<file path="src/rtl/timer_mmss.sv">
// Microwave M:SS countdown stage: shifts in keypad digits in load mode and
// decrements once per synchronized 1 Hz edge in count mode.
module timer_mmss #(
  parameter int SYNC_STAGES = 2
) (
  input  logic       clk,
  input  logic       clear,
  input  logic [3:0] D,
  input  logic       loadn,
  input  logic       pgt_1Hz,
  input  logic       enablen,
  output logic [3:0] sec_ones,
  output logic [3:0] sec_tens,
  output logic [3:0] min_ones,
  output logic       zero,
  output logic       done
);

  logic [SYNC_STAGES-1:0] sync_q;
  logic                   prev_q;
  logic                   tick;
  logic [3:0]             nxt_so, nxt_st, nxt_mo;
  logic                   nxt_done;

  // Edge detect on the synchronized level, so a held-high input fires only once.
  assign tick = sync_q[SYNC_STAGES-1] & ~prev_q;

  always_comb begin
    nxt_so   = sec_ones;
    nxt_st   = sec_tens;
    nxt_mo   = min_ones;
    nxt_done = 1'b0;
    if (tick) begin
      if (!enablen) begin
        if (!loadn && D <= 4'd9) begin
          nxt_mo = sec_tens;
          nxt_st = sec_ones;
          nxt_so = D;
        end
      end else if (!zero) begin
        if (sec_ones != 4'd0) begin
          nxt_so = sec_ones - 4'd1;
        end else if (sec_tens != 4'd0) begin
          nxt_so = 4'd9;
          nxt_st = sec_tens - 4'd1;
        end else begin
          nxt_so = 4'd9;
          nxt_st = 4'd5;
          nxt_mo = min_ones - 4'd1;
        end
        nxt_done = (nxt_so == 4'd0) && (nxt_st == 4'd0) && (nxt_mo == 4'd0);
      end
    end
  end

  always_ff @(posedge clk) begin
    if (clear) begin
      sync_q   <= '0;
      prev_q   <= 1'b0;
      sec_ones <= 4'd0;
      sec_tens <= 4'd0;
      min_ones <= 4'd0;
      zero     <= 1'b1;
      done     <= 1'b0;
    end else begin
      sync_q[0] <= pgt_1Hz;
      for (int i = 1; i < SYNC_STAGES; i++) sync_q[i] <= sync_q[i-1];
      prev_q   <= sync_q[SYNC_STAGES-1];
      sec_ones <= nxt_so;
      sec_tens <= nxt_st;
      min_ones <= nxt_mo;
      // Registered alongside the digits so it always matches them.
      zero     <= (nxt_so == 4'd0) && (nxt_st == 4'd0) && (nxt_mo == 4'd0);
      done     <= nxt_done;
    end
  end

endmodule

</file>
<file path="config.mk">
export PLATFORM = sky130hd
export DESIGN_NAME = timer_mmss
export DESIGN_NICKNAME = d
export VERILOG_FILES = /design/src/rtl/timer_mmss.sv
export SDC_FILE = /design/constraint.sdc
export NUM_CORES = 1
export LEC_CHECK = 0
export CAP_MARGIN = 40
export CORE_MARGIN = 2
export CORE_UTILIZATION = 50
export DETAILED_ROUTE_END_ITERATION = 16
export PLACE_DENSITY_LB_ADDON = 0.12
export SLEW_MARGIN = 0
export SYNTH_ARGS = -nofsm -noshare
export SYNTH_HDL_FRONTEND = slang
export SYNTH_SLANG_ARGS = --single-unit
</file>
<file path="constraint.sdc">
create_clock -name clk -period 2.4 [get_ports clk]
set_input_delay 0.48 -clock clk [delete_from_list [all_inputs] [get_ports clk]]
set_output_delay 0.48 -clock clk [all_outputs]
set_load 0.03 [all_outputs]
</file>
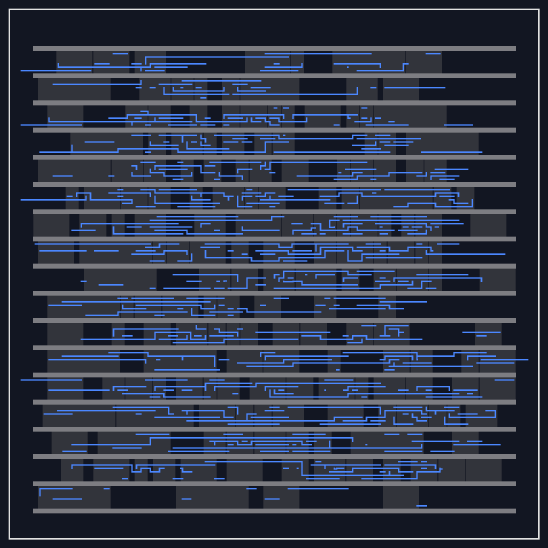
Run 1: metal 1
Drawn at 10 px/micron. Supply wires on this layer in gray. Cells faint in the background.
The layer carries 1570 microns of wire. 179 nets have wire on it. The longest straight run is 24.8 microns. The wires run mostly horizontal. The layer holds 46% of the routed length.

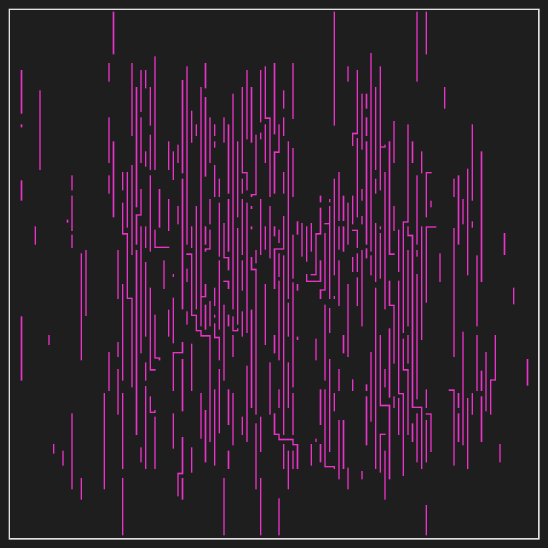
Run 1: metal 2
Drawn at 10 px/micron.
The layer holds 46% of the routed length. The wires run mostly vertical. The longest straight run is 23.8 microns. 173 nets have wire on it. The layer carries 1570 microns of wire.

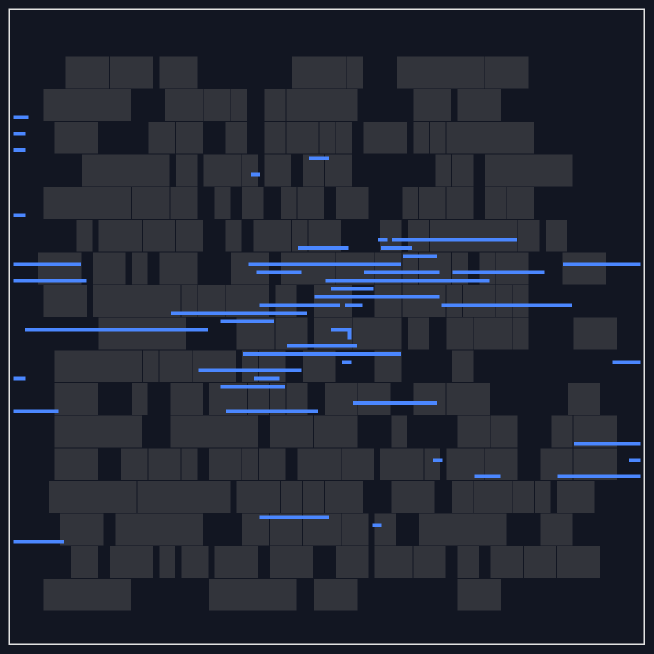
Run 1: metal 3
Drawn at 12 px/micron. Cells faint in the background.
The longest straight run is 14.9 microns. The layer carries 226 microns of wire. 39 nets have wire on it.

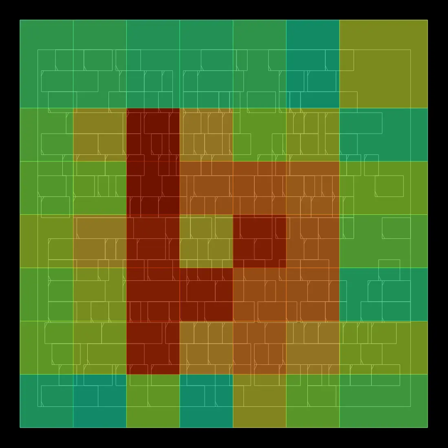
Run 1: routing congestion map
routed len/inst: 16.3 microns
busiest layer in global routing: met2
GRT met1 Usage: 38.9%

## run 1: cell families (layout without fill, tap and decap cells)
| kind of cell | count (synthesis) | count (layout) | synth area share [%] |
|---|---|---|---|
| fa+ha+maj | 1 | 1 | 1.05 |
| flops | 17 | 17 | 28.6 |
| compound gates | 43 | 43 | 26.7 |
| buf+inv | 15 | 48 | 5.67 |
| simple gates | 72 | 72 | 36.3 |
| mux | 2 | 2 | 1.68 |
## run 1: flip-flops by register name, summed over array words and instances (netlist names)
| register | count |
|---|---|
| min_ones | 4 |
| done | 1 |
| zero | 1 |
| sec_tens | 4 |
| sec_ones | 4 |
| sync_q | 2 |
| prev_q | 1 |
## run 1: Yosys cell counts (all sizes together), types with 3 or more instances
cell,n
nor3,6
nand4b,3
o21ai,9
clkbuf,5
dfxtp,17
nand3,4
nand2,8
a31oi,3
a21oi,6
nand2b,4
nor4b,3
buf,4
nor4,3
nor2,20
and2,3
nor2b,5
and3,3
inv,6
## run 1: power breakdown
group / leakage, nW / switching [mW] / total (mW) / internal [mW]
registers: 0.138 / 0.0177 / 0.308 / 0.290
clock network: 0.0177 / 0.0970 / 0.159 / 0.0619
logic: 0.405 / 0.0897 / 0.168 / 0.0783
## run 1: worst max-delay path by stage
stage / depth (start not counted) / start / to / slack (ps)
after global routing: 7 / D[1] / zero / 40
after CTS: 1 / sec_ones[1] / sec_ones[1] / 240
after detailed placement: 7 / D[1] / zero / -20
final: 7 / D[1] / zero / 230
after global placement: 7 / D[1] / zero / -60
after floorplan: 7 / sec_ones[1] / zero / 450
## run 1: worst max-delay path, stage by stage
cell	delay (ps)
clkdlybuf4s50_1	450
o21ai_1	370
nand3_1	260
a311oi_1	410
nand2_1	90
nor3_1	170
a41o_1	190
## run 1: through the flow
step                      total power [mW]  instances
final                                0.635        211
after global routing                 0.667        211
after CTS                            0.636        211
after detailed placement             0.479        207
after global placement               0.476        207
after floorplan                      0.415        150
## run 1: metal layers
layer	vias to the layer above	track usage [%]	part of all wire [%]
met5	-	0	0
met4	0	9.83	2.2
met3	12	3.71	6.5
met2	74	44.0	46
met1	629	38.9	46
li1	637	-	-
## run 1: layout by cell type (no fill, tap or decap), types with 2 or more instances in the layout
cell type,count
nand2_1,7
a31oi_1,3
and2_1,3
nand4_1,2
nand4b_1,3
nand2b_1,4
and3_1,2
a211o_1,2
a32oi_1,2
a21oi_1,5
a221oi_1,2
nand3b_1,2
o21ai_1,2
buf_4,16
clkdlybuf4s50_1,22
o31a_1,2
nand3_1,4
nor4b_1,3
o22ai_1,2
nor2b_1,5
inv_1,6
o21ai_0,7
clkbuf_4,3
dfxtp_1,17
mux2i_1,2
o211a_1,2
nor3_1,5
nor2_1,20
## run 1: area by class of cell
cell class	count	area share, %
multi-input combinational	118	50.6
sequential	17	22.0
timing repair buffer	38	22.0
tap	28	2.26
clock buffer	3	1.45
inverter	6	1.45
clock inverter	1	0.323
==> ci_impl_report.md, run 1 <==
## Synthesis and layout report

| Metric | Value |
|---|---|
| Syn avg cell area | around 8 sq um |
| Startpoint types | input pin |
| Hold path depth | 1 |
| Combinational gate area | 783 sq um |
| Area post-placement | roughly 0.0015 sq mm |
| Placement Setup Slack | -15.3 ps |
| Hold path endpoint | sync_q[1] |
| Overflow after GRT | 0 |
| CTS tree | done |
| RD Place Congestion | 0.970 |
| FF+latch area | 340 sq um |
| Reg2Reg Depth | 6 |
| # hold bufs at CTS | 0 |
| Min Tclk post-route | 2170 ps |
| Max clock buf depth | 2 |
| WP data arrival | 2410 ps |
| Crit Path Class | input pin to register |
| Hold path start | sync_q[0] |
| Slew @ Worst Pin | approximately 480 ps |
| Max-Cap Viols | 0 |
| Critical Path Fanout Max | 6 |
| Total CTS buffers | 3 |
| Vias per Instance | 6.41 |
| Post-DP HPWL | between 2000 and 3000 microns |
| Routed Wire Length | roughly 3400 microns |
| Cell Type Count | 55 |
| Register share after synthesis | 28.6% |
| Clock tree root buffer cell | clkbuf_4 |
| Most used flip-flop cell after synthesis | dfxtp_1 |
| R2r endpoint | zero |
| Ys async rst share | 0% |
| Count of library flops with an enable pin | 0 |
| Die width | approximately 53 microns |
| First-pass GRT wire length | 5750 microns |
| Biggest area cells | dfxtp_1 (29%), nor2_1 (6.3%), o21ai_0 (2.9%), nor2b_1 (2.6%), nand2_1 (2.2%) |
| Clock Pin Slew Worst Setup and Hold Paths | 110 ps |
| Post-CTS Resized | 0 |
| Number of buffers added on ports | 22 |
| Slew headroom | slightly below 70% |
| Clock sinks | 17 |
| Pwr dens | 410 mW/mm^2 |
| Cell Area, Synth | 0.00119 sq mm |
| Post-synth top area cell | dfxtp_1 |
| Max-area cell share | 28.6% |
| Final Hold Violation Tally | 0 |
| Status | completed |
| Drt drc | 0 |
| Post-synth regs | 17 |
| H-tree depth | 1 |
Run 1, clock wires, drivers and flops:
Drawn at 4 px/micron.
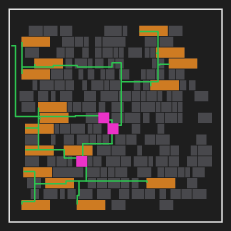

==> run 2: changes to the inputs <==
- GPL_TIMING_DRIVEN: not set -> 0
- PLACE_DENSITY: not set -> 0.8
- PLACE_DENSITY_LB_ADDON: 0.12 -> not set
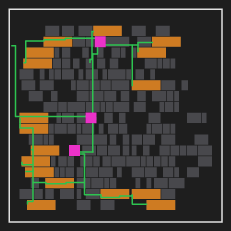
Run 2: clock wires, drivers and flops
Drawn at 4 px/micron.
Key: orange = flip-flops [count 17]; green = clock wires [length 210 microns]; magenta = clock-net drivers [count 3]
There are 4 routed clock nets.

==> ci_impl_report.md, run 2 <==
## Synthesis and layout report

| Metric | Value |
|---|---|
| Slew headroom | 69.4% (was 67.4%) |
| CTS tree | done (unchanged) |
| Crit-path cells | clkdlybuf4s50_1 -> or3b_1 -> nor3_2 -> mux2i_1 -> nor2_1 -> nor4_2 -> a41o_1 (was clkdlybuf4s50_1 -> o21ai_1 -> nand3_1 -> a311oi_1 -> nand2_1 -> nor3_1 -> a41o_1) |
| Top Registers | min_ones x4, sec_ones x4, sec_tens x4 (unchanged) |
| Layout Cells excl Fill | 203 (was 211) |
| # hold bufs at CTS | 0 (unchanged) |
| First-pass GRT wire length | 5220 microns (was 5750 microns) |
| Drt drc | 0 (unchanged) |
| Slew @ Worst Pin | 458 ps (was 485 ps) |
| Total power | 0.621 mW (was 0.635 mW) |
| Syn avg cell area | 7.94 sq um (unchanged) |
| Pwr dens | 422 mW/mm^2 (was 410 mW/mm^2) |
| Post-synth top area cell | dfxtp_1 (unchanged) |
| Die width | 52.8 microns (unchanged) |
| Number of buffers added on ports | 21 (was 22) |
| Ys async rst share | 0% (unchanged) |
| Worst path slowest cell | or3b_1 (was clkdlybuf4s50_1) |
| WP data arrival | 2510 ps (was 2410 ps) |
| Post-synth top cells | nor2_1 (20), dfxtp_1 (17), nand2_1 (7), o21ai_0 (7), inv_1 (6) (unchanged) |
| Max clock buf depth | 2 (unchanged) |
| CP max stage delay | 500 ps (was 450 ps) |
| Top Layout Cells | clkdlybuf4s50_1 (21), nor2_1 (20), dfxtp_1 (17), nand2_1 (7), o21ai_0 (7) (was clkdlybuf4s50_1 (22), nor2_1 (20), dfxtp_1 (17), buf_4 (16)) |
| Commonest Layout Cell | clkdlybuf4s50_1 (unchanged) |
| Routed len/inst | 15.9 microns (was 16.3 microns) |
| Yosys top cell by instances | nor2_1 (unchanged) |
| Cell Area, Synth | 0.00119 sq mm (unchanged) |
| Register share after synthesis | 28.6% (unchanged) |
| Clock sinks | 17 (unchanged) |
| Critical Path Fanout Max | 5 (was 6) |
| Final Hold Violation Tally | 0 (unchanged) |
| Post-synth regs | 17 (unchanged) |
| Critical path buffers and inverters | 1 (unchanged) |
| Status | completed (unchanged) |
| Clock tree root buffer cell | clkbuf_4 (unchanged) |
| Top Family by Delay on Critical Path | simple AND/OR/NAND/NOR gates (was AND-OR/OR-AND gates) |
| Post-DP HPWL | 2400 microns (was 2550 microns) |
| Cell Type Count | 55 (unchanged) |
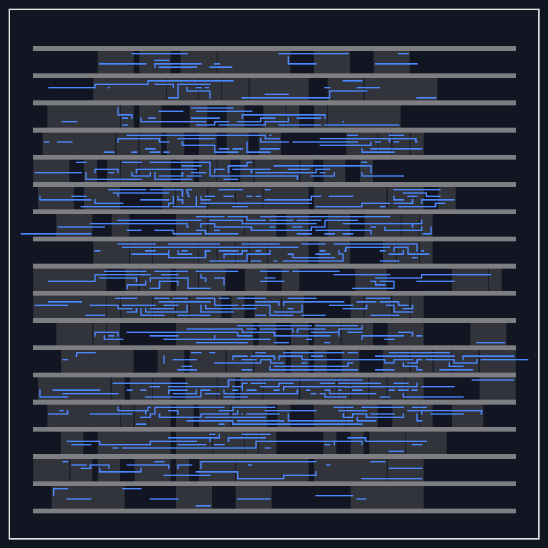
Run 2: metal 1
Drawn at 10 px/micron. Supply wires on this layer in gray. Cells faint in the background.
163 nets have wire on it. The longest straight run is 17.5 microns. The layer holds 44% of the routed length. The wires run mostly horizontal.
Routed Wire Length: 3220 microns
GRT met1 Usage: 33.6%
via total after detailed routing: 1305

[run 2: what timing repair did]
item	in CTS	in global routing
resized	0	3
endpoints found under the hold margin	0	0
setup endpoints to repair	0	1
[run 2: routing by layer]
metal  wire (microns)  track usage (%)
met5                0                0
met4               72             10.7
met3              287             4.00
met2             1450             41.9
met1             1410             33.6
[run 2: power breakdown]
group | internal, mW | switching (mW) | total (mW)
Sequential | 0.290 | 0.00808 | 0.298
Clock | 0.0622 | 0.0933 | 0.155
Combinational | 0.0697 | 0.0970 | 0.167
Total | 0.422 | 0.198 | 0.621
[run 2: through the flow]
stage / setup slack (ps) / area, sq um
after detailed placement: -182 / 1440
after global placement: -198 / 1440
final: 130 / 1470
after CTS: 127 / 1460
after global routing: 39.6 / 1470
after floorplan: 448 / 1190
[run 2: worst paths after layout]
kind / from / to / slack, ps / cells after the start
setup / recovery: enablen / zero / 130 / 7
hold / removal: sync_q[0] / sync_q[1] / 470 / 1
setup reg to reg: zero / zero / 300 / 7
hold reg to reg: sync_q[0] / sync_q[1] / 470 / 1
[run 2: cell type report]
class                           instances  area (sq um)
Inverter                                6          22.5
Timing Repair Buffer                   21           210
Multi-Input combinational cell        118           790
Sequential cell                        17           340
Clock buffer                            3          22.5
Fill cell                             191           762
Tap cell                               28          35.0
Buffer                                  9          46.3
Clock inverter                          1          5.00
[run 2: logic make-up after synthesis]
group           synth area share [%]
simple gates                    36.3
buf+inv                         5.67
compound gates                  26.7
flops                           28.6
fa+ha+maj                       1.05
mux                             1.68
==> run 3: changes to the inputs <==
- SLEW_MARGIN: 0 -> not set
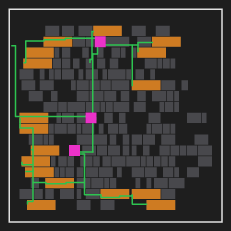
Run 3: clock wires, drivers and flops
Drawn at 4 px/micron.
Key: magenta = clock-net drivers [count 3]; green = clock wires [length 210 microns]; orange = flip-flops [count 17]
There are 4 routed clock nets.

==> ci_impl_report.md, run 3 <==
## Synthesis and layout report

| Metric | Value |
|---|---|
| CP startpoint | enablen (unchanged) |
| Overflow after GRT | 0 (unchanged) |
| Status | completed (unchanged) |
| Syn avg cell area | 7.94 sq um (unchanged) |
| Placed Cells | 199 (unchanged) |
| Max-area cell share | 28.6% (unchanged) |
| RD Place Congestion | 0.958 (unchanged) |
| FF+latch area | 340 sq um (unchanged) |
| Total CTS buffers | 3 (unchanged) |
| Crit Path Class | input pin to register (unchanged) |
| CP max stage delay | 500 ps (about the same) |
| First-pass GRT wire length | 5220 microns (unchanged) |
| Top Family by Delay on Critical Path | simple AND/OR/NAND/NOR gates (unchanged) |
| Min Tclk post-route | 2270 ps (unchanged) |
| Post-synth regs | 17 (unchanged) |
| Main logic family | simple AND/OR/NAND/NOR gates (unchanged) |
| H-tree depth | 1 (unchanged) |
| Fillers | 191 (unchanged) |
| Pwr dens | 422 mW/mm^2 (unchanged) |
| Top Layout Cells | clkdlybuf4s50_1 (21), nor2_1 (20), dfxtp_1 (17), nand2_1 (7), o21ai_0 (7) (unchanged) |
| Max clock buf depth | 2 (unchanged) |
| Max-Cap Viols | 0 (unchanged) |
| Routed Wire Length | 3220 microns (unchanged) |
| CTS tree | done (unchanged) |
| Count of library flops with an enable pin | 0 (unchanged) |
| Drt drc | 0 (unchanged) |
| Reg-to-Reg Start | zero (unchanged) |
| Simple share | 36.3% (unchanged) |
| Final Hold Violation Tally | 0 (unchanged) |
| Crit-path cells | clkdlybuf4s50_1 -> or3b_1 -> nor3_2 -> mux2i_1 -> nor2_1 -> nor4_2 -> a41o_1 (unchanged) |
| Adder-cell area share of the yosys netlist | 1.05% (unchanged) |
| Startpoint types | input pin (unchanged) |
| Slew headroom | 69.4% (unchanged) |
| Clock tree root buffer cell | clkbuf_4 (unchanged) |
| Area fraction in mux cells | 1.68% (unchanged) |
| Post-synth top cells | nor2_1 (20), dfxtp_1 (17), nand2_1 (7), o21ai_0 (7), inv_1 (6) (unchanged) |
| Worst path slowest cell | or3b_1 (unchanged) |
| Post-synth top area cell | dfxtp_1 (unchanged) |
| Critical path buffers and inverters | 1 (unchanged) |
| Clock Pin Slew Worst Setup and Hold Paths | 100 ps (about the same) |
| Die width | 52.8 microns (unchanged) |
| Area post-placement | 0.00144 sq mm (unchanged) |
| WP data arrival | 2510 ps (about the same) |
| Via total after detailed routing | 1305 (unchanged) |
| Fmax achieved | 0.441 GHz (unchanged) |
| Critical Path Fanout Max | 5 (unchanged) |
| Post-DP HPWL | 2400 microns (unchanged) |
| Pins Over Slew Limit | 0 (unchanged) |
| Number of buffers added on ports | 21 (unchanged) |
| Post-CTS Resized | 0 (unchanged) |
| Total power | 0.621 mW (unchanged) |
| Top Registers | min_ones x4, sec_ones x4, sec_tens x4 (unchanged) |
| Hold path start | sync_q[0] (unchanged) |
| Clock Skews | 4.76 ps (unchanged) |
| Biggest area cells | dfxtp_1 (29%), nor2_1 (6.3%), o21ai_0 (2.9%), nor2b_1 (2.6%), nand2_1 (2.2%) (unchanged) |
| Ao+oa area frac | 26.7% (unchanged) |
| Register share after synthesis | 28.6% (unchanged) |
| XORs/XNORs by Area | 0% (unchanged) |
| Tcrit/Tclk final | 94.6% (unchanged) |
| Layout Cells excl Fill | 203 (unchanged) |
| Vias per Instance | 6.43 (unchanged) |
| Ys async rst share | 0% (unchanged) |
| Commonest Layout Cell | clkdlybuf4s50_1 (unchanged) |
| Cell Type Count | 55 (unchanged) |
| Yosys top cell by instances | nor2_1 (unchanged) |
| Clock sinks | 17 (unchanged) |
| Combinational gate area | 790 sq um (unchanged) |
| Fin area | 0.00147 sq mm (unchanged) |
| Cell Area, Synth | 0.00119 sq mm (unchanged) |
| # hold bufs at CTS | 0 (unchanged) |
| Slew @ Worst Pin | 458 ps (unchanged) |
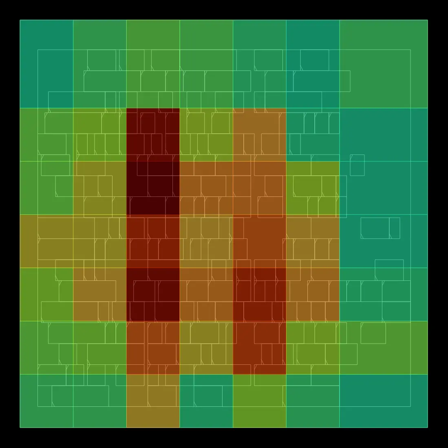
Run 3: routing congestion map
Core Util, Final: 65.9%
global routing usage on met2: 41.9%
Total GRT Usage: 25.7%
routed len/inst: 15.9 microns

[run 3: cell counts after synthesis]
No cell type changed its count.
[run 3: layout make-up]
cell class,instances,share of cell area [%]
well taps,28,2.38
inverters,6,1.53
multi-input cells,118,53.7
clock inverters,1,0.340
flip-flops and latches,17,23.1
clock buffers,3,1.53
repair buffers,21,14.3
plain buffers,9,3.15
[run 3: final timing paths]
path,to,slack (ps),depth (start not counted)
setup / recovery,zero,130,7
hold reg to reg,sync_q[1],470,1
hold / removal,sync_q[1],470,1
setup reg to reg,zero,300,7
[run 3: cell families (layout without fill, tap and decap cells)]
group           after synthesis  after routing
mux                           2              2
compound gates               43             43
simple gates                 72             72
buf+inv                      15             40
fa+ha+maj                     1              1
flops                        17             17
[run 3: where the power goes]
| group | switching [mW] | internal (mW) |
|---|---|---|
| clock | 0.0933 | 0.0622 |
| combinational | 0.0970 | 0.0697 |
| sequential | 0.00808 | 0.290 |
[run 3: per-layer routing]
| layer | part of all wire (%) | vias to the layer above | GRT usage, % |
|---|---|---|---|
| li1 | - | 616 | - |
| met1 | 44 | 613 | 33.6 |
| met2 | 45 | 67 | 41.9 |
| met3 | 8.9 | 9 | 4.00 |
| met4 | 2.2 | 0 | 10.7 |
| met5 | 0 | - | 0 |
[run 3: per-stage QoR]
step           TNS [ps]  setup WS, ps
2_1_floorplan         0           448
3_3_place_gp       -245          -198
3_5_place_dp       -211          -182
4_1_cts               0           127
5_1_grt               0          39.6
6_report              0           130
[run 3: worst register-to-register path: stages (launching register included)]
cell and delay [ps]:
dfxtp_1 330, clkbuf_1 220, nor4_4 380, mux2i_1 260, a221o_1 210, nand4_1 120, nor4_2 330, a41o_1 210
Power and IR drop assume default switching activity.
